Fig. 1: I/O nets highlighted
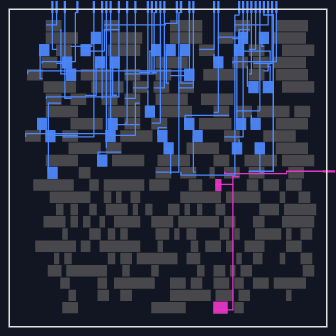
Fig. 2: clock wiring as the flow saved it
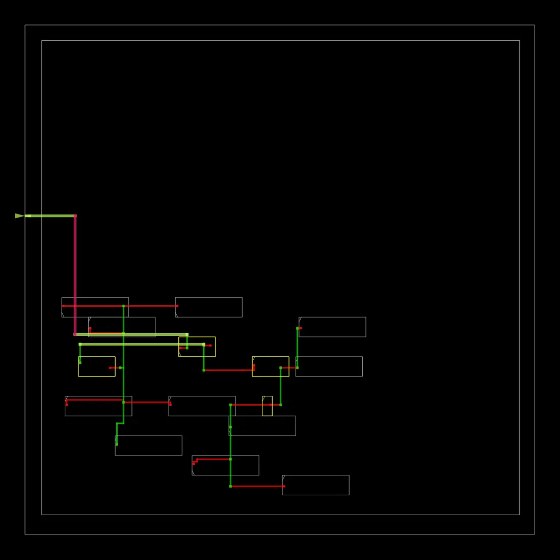
Fig. 3: routed metal, one colour a layer
Bar = 20 um.
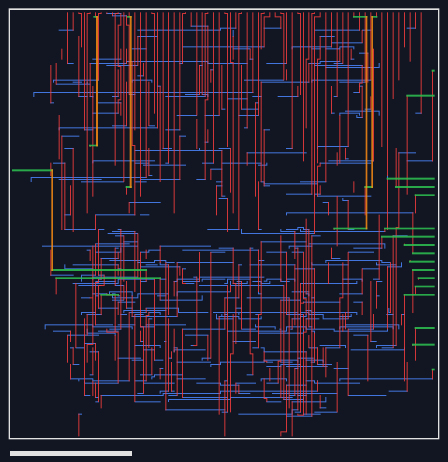
Fig. 4: sequential cells grouped by signal name
Bar = 20 um. Other sequential cells in the stronger grey, the rest of the logic in the fainter grey.
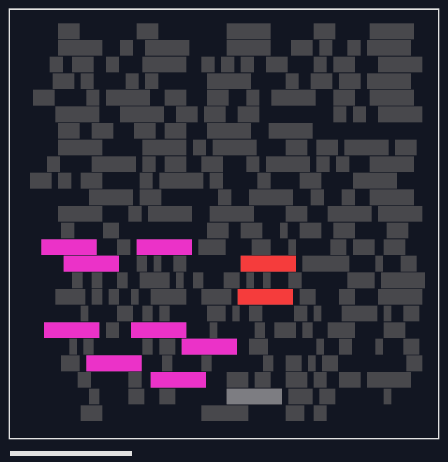
**config.mk**
```make
export PLATFORM = sky130hd
export DESIGN_NAME = pipe_hazard_ctrl
export DESIGN_NICKNAME = d
export VERILOG_FILES = /design/src/rtl/pipe_hazard_ctrl.sv
export SDC_FILE = /design/constraint.sdc
export NUM_CORES = 1
export LEC_CHECK = 0
export CELL_PAD_IN_SITES_DETAIL_PLACEMENT = 1
export CELL_PAD_IN_SITES_GLOBAL_PLACEMENT = 1
export CORE_MARGIN = 2
export CORE_UTILIZATION = 22
export CTS_CLUSTER_SIZE = 24
export DETAILED_ROUTE_END_ITERATION = 16
export MAX_ROUTING_LAYER = met4
export PLACE_DENSITY_LB_ADDON = 0.1
export SLEW_MARGIN = 30
export SYNTH_ARGS = -nofsm -noshare
export SYNTH_HDL_FRONTEND = slang
export SYNTH_SLANG_ARGS = --single-unit
```
**constraint.sdc**
```tcl
create_clock -name clk_100MHz -period 3.29 [get_ports clk_100MHz]
set_input_delay 0.329 -clock clk_100MHz [delete_from_list [all_inputs] [get_ports clk_100MHz]]
set_output_delay 0.329 -clock clk_100MHz [all_outputs]
set_load 0.1 [all_outputs]
```
**src/rtl/pipe_hazard_ctrl.sv**
```systemverilog
// pipe_hazard_ctrl: stall/flush/redirect controller for the 5-stage pipeline,
// sequencing data-bus wait states and iterative divides.
module pipe_hazard_ctrl #(
   parameter int ADDR_W  = 32,
   parameter int TIMEOUT = 255,
   parameter int TO_W    = 8
) (
   input  logic              clk_100MHz,
   input  logic              arst_n,
   input  logic              ext_hold_i,
   input  logic              ld_use_req_i,
   input  logic              jump_req_i,
   input  logic [ADDR_W-1:0] jump_addr_i,
   input  logic              div_start_i,
   input  logic              div_done_i,
   input  logic              mem_req_i,
   input  logic              mem_ack_i,
   output logic              hold_pc_o,
   output logic              hold_if_id_o,
   output logic              hold_id_ex_o,
   output logic              hold_ex_mem_o,
   output logic              hold_mem_wb_o,
   output logic              flush_if_id_o,
   output logic              flush_id_ex_o,
   output logic              flush_ex_mem_o,
   output logic              flush_mem_wb_o,
   output logic              pc_load_o,
   output logic [ADDR_W-1:0] pc_addr_o,
   output logic [1:0]        state_o,
   output logic              bus_timeout_o
);
   typedef enum logic [1:0] {RUN = 2'd0, MEM_WAIT = 2'd1, DIV_WAIT = 2'd2} state_t;
   state_t          st;
   logic [TO_W-1:0] cnt;
   logic            mem_miss, run, to_hit, stall_mem, stall_div, jmp, ldu, go, hx;
   always_comb begin
      mem_miss  = mem_req_i & !mem_ack_i;
      run       = st == RUN;
      to_hit    = cnt >= TO_W'(TIMEOUT);
      stall_mem = (run & mem_miss) | (st == MEM_WAIT & !mem_ack_i & !to_hit);
      stall_div = (run & !mem_miss & div_start_i) | (st == DIV_WAIT & !div_done_i);
      jmp       = run & !mem_miss & !div_start_i & jump_req_i;
      ldu       = run & !mem_miss & !div_start_i & !jump_req_i & ld_use_req_i;
      go        = arst_n & !ext_hold_i;
      hx        = arst_n & ext_hold_i;
   end
   // ext_hold_i freezes every stage and masks all flushes and redirects
   assign hold_pc_o      = hx | (go & (stall_mem | stall_div | ldu));
   assign hold_if_id_o   = hx | (go & (stall_mem | stall_div | ldu));
   assign hold_id_ex_o   = hx | (go & (stall_mem | stall_div));
   assign hold_ex_mem_o  = hx | (go & stall_mem);
   assign hold_mem_wb_o  = hx;
   assign flush_if_id_o  = go & jmp;
   assign flush_id_ex_o  = go & (jmp | ldu);
   assign flush_ex_mem_o = go & stall_div;
   assign flush_mem_wb_o = go & stall_mem;
   assign pc_load_o      = go & jmp;
   assign pc_addr_o      = pc_load_o ? jump_addr_i : '0;
   assign state_o        = st;
   always_ff @(posedge clk_100MHz or negedge arst_n) begin
      if (!arst_n) begin
         st            <= RUN;
         cnt           <= '0;
         bus_timeout_o <= 1'b0;
      end else if (st == RUN) begin
         if (!ext_hold_i && mem_miss) begin
            st  <= MEM_WAIT;
            cnt <= TO_W'(1);
         end else if (!ext_hold_i && div_start_i) st <= DIV_WAIT;
      end else if (st == MEM_WAIT) begin
         if (mem_ack_i) begin
            st  <= RUN;
            cnt <= '0;
         end else if (!ext_hold_i && to_hit) begin
            st            <= RUN;
            cnt           <= '0;
            bus_timeout_o <= 1'b1;
         end else if (!ext_hold_i) cnt <= cnt + TO_W'(1);
      end else if (div_done_i) st <= RUN;
   end
endmodule

```
==> flow_metrics.tcl <==
# yosys + openroad results
set metrics [dict create \
    final.min_clock_period_ns 2.61 \
    cts_setup_buffers 0 \
    reg2reg_depth 4 \
    dieWidth_um 70.1 \
    muxShareOfSynthArea_pct 0 \
    drt_iter0_drc 43 \
    ctsResizeCount 0 \
    logic_family "simple AND/OR/NAND/NOR gates" \
    netlist_area_sq_um 962 \
    grtUsageMet2_pct 35.3 \
    synth_dominant_cell_count "and2_1" \
    status "finished, final reports clean" \
    switching_share_pct 45.7 \
    hold_class "register to register" \
    fin_hold_ws_ns 0.457 \
    fillCellCount 471 \
    yosys.area_share.adder_pct 1.30 \
    drc_errors 0 \
    worst_slew_pin_slew_ns 0.971 \
    async_flop_share_pct 100 \
    common_cells "and2_1, dfrtp_1, nor2_1" \
]
Notes on Fig. 1 above:
Key: blue = jump_addr_i [direction input, edge north, end cells 32, buffers 32, wire 1010 um]; magenta = div_done_i [direction input, edge east, end cells 2, buffers 1, wire 61.8 um]
I/O Pins: 86
PortBufs: 85

Notes on Fig. 2 above:
Flops: 11
CTS sink cnt: 11
clock-net power: 0.000136 W
Worst Skew: 0.00377 ns
CLK BUF: 4

Notes on Fig. 3 above:
Key: green = metal 3 [wire length 124 um]; red = metal 2 [wire length 2580 um]; orange = metal 4 [wire length 128 um]; blue = metal 1 [wire length 1520 um]
GRT Total Usage: 18.6%
Vias: 1196
Total Wirelength: 4.36 mm
Routed wire per std cell: 17.0 um

Notes on Fig. 4 above:
Key: red = state_o [sequential cells 2]; magenta = cnt [sequential cells 8]
register area: 275 sq um
Seq/total area: 12.0%
final core utilization: 53.6%
Seq group: 0.000189 W

-- critical path: stages, from the launching register on --
cell and delay (ns):
dfrtp_1 0.46, ha_1 0.22, nand3_1 0.13, o21a_1 0.21
o31ai_1 0.48, o311ai_2 0.30, buf_12 0.24
-- cells by family after synthesis --
family	after synthesis
buffers and inverters	10
flip-flops	11
adder cells (fa/ha/maj)	1
AND/OR/NAND/NOR	72
AND-OR/OR-AND	24
XOR/XNOR	1
-- final cells by class --
type	count	area [sq um]	share of cell area, %
timing repair buffer	87	1230	53.6
multi-input combinational	98	666	28.9
sequential	11	275	12.0
tap	52	65.1	2.83
clock buffer	4	45.0	1.96
inverter	4	15.0	0.653
-- routing by layer --
metal	share of wire, %	vias up
li1	-	588
met1	35	568
met2	59	30
met3	2.8	10
met4	2.9	0
met5	0	-
-- metrics by stage --
step	power [W]	util [%]	std cells	cell area, sq um
global placement	0.000551	52.5	252	2250
CTS	0.000698	53.6	256	2300
detailed placement	0.000561	52.5	252	2250
finish	0.000692	53.6	256	2300
floorplan	0.000414	-	119	988
global route	0.000725	53.6	256	2300
-- how the worst min path moves through the flow --
stage / startpoint / to / slack [ns] / cells after the start
2_1_floorplan: arst_n / bus_timeout_o / 0.03 / 0
3_3_place_gp: bus_timeout_o / bus_timeout_o / 0.45 / 1
3_5_place_dp: bus_timeout_o / bus_timeout_o / 0.45 / 1
4_1_cts: bus_timeout_o / bus_timeout_o / 0.46 / 1
5_1_grt: bus_timeout_o / bus_timeout_o / 0.49 / 1
6_report: bus_timeout_o / bus_timeout_o / 0.46 / 1
-- sequential cells by signal, indices dropped and copies added (netlist names) --
| signal | cells |
|---|---|
| cnt | 8 |
| state_o | 2 |
| bus_timeout_o | 1 |
Power and IR drop assume default switching activity.
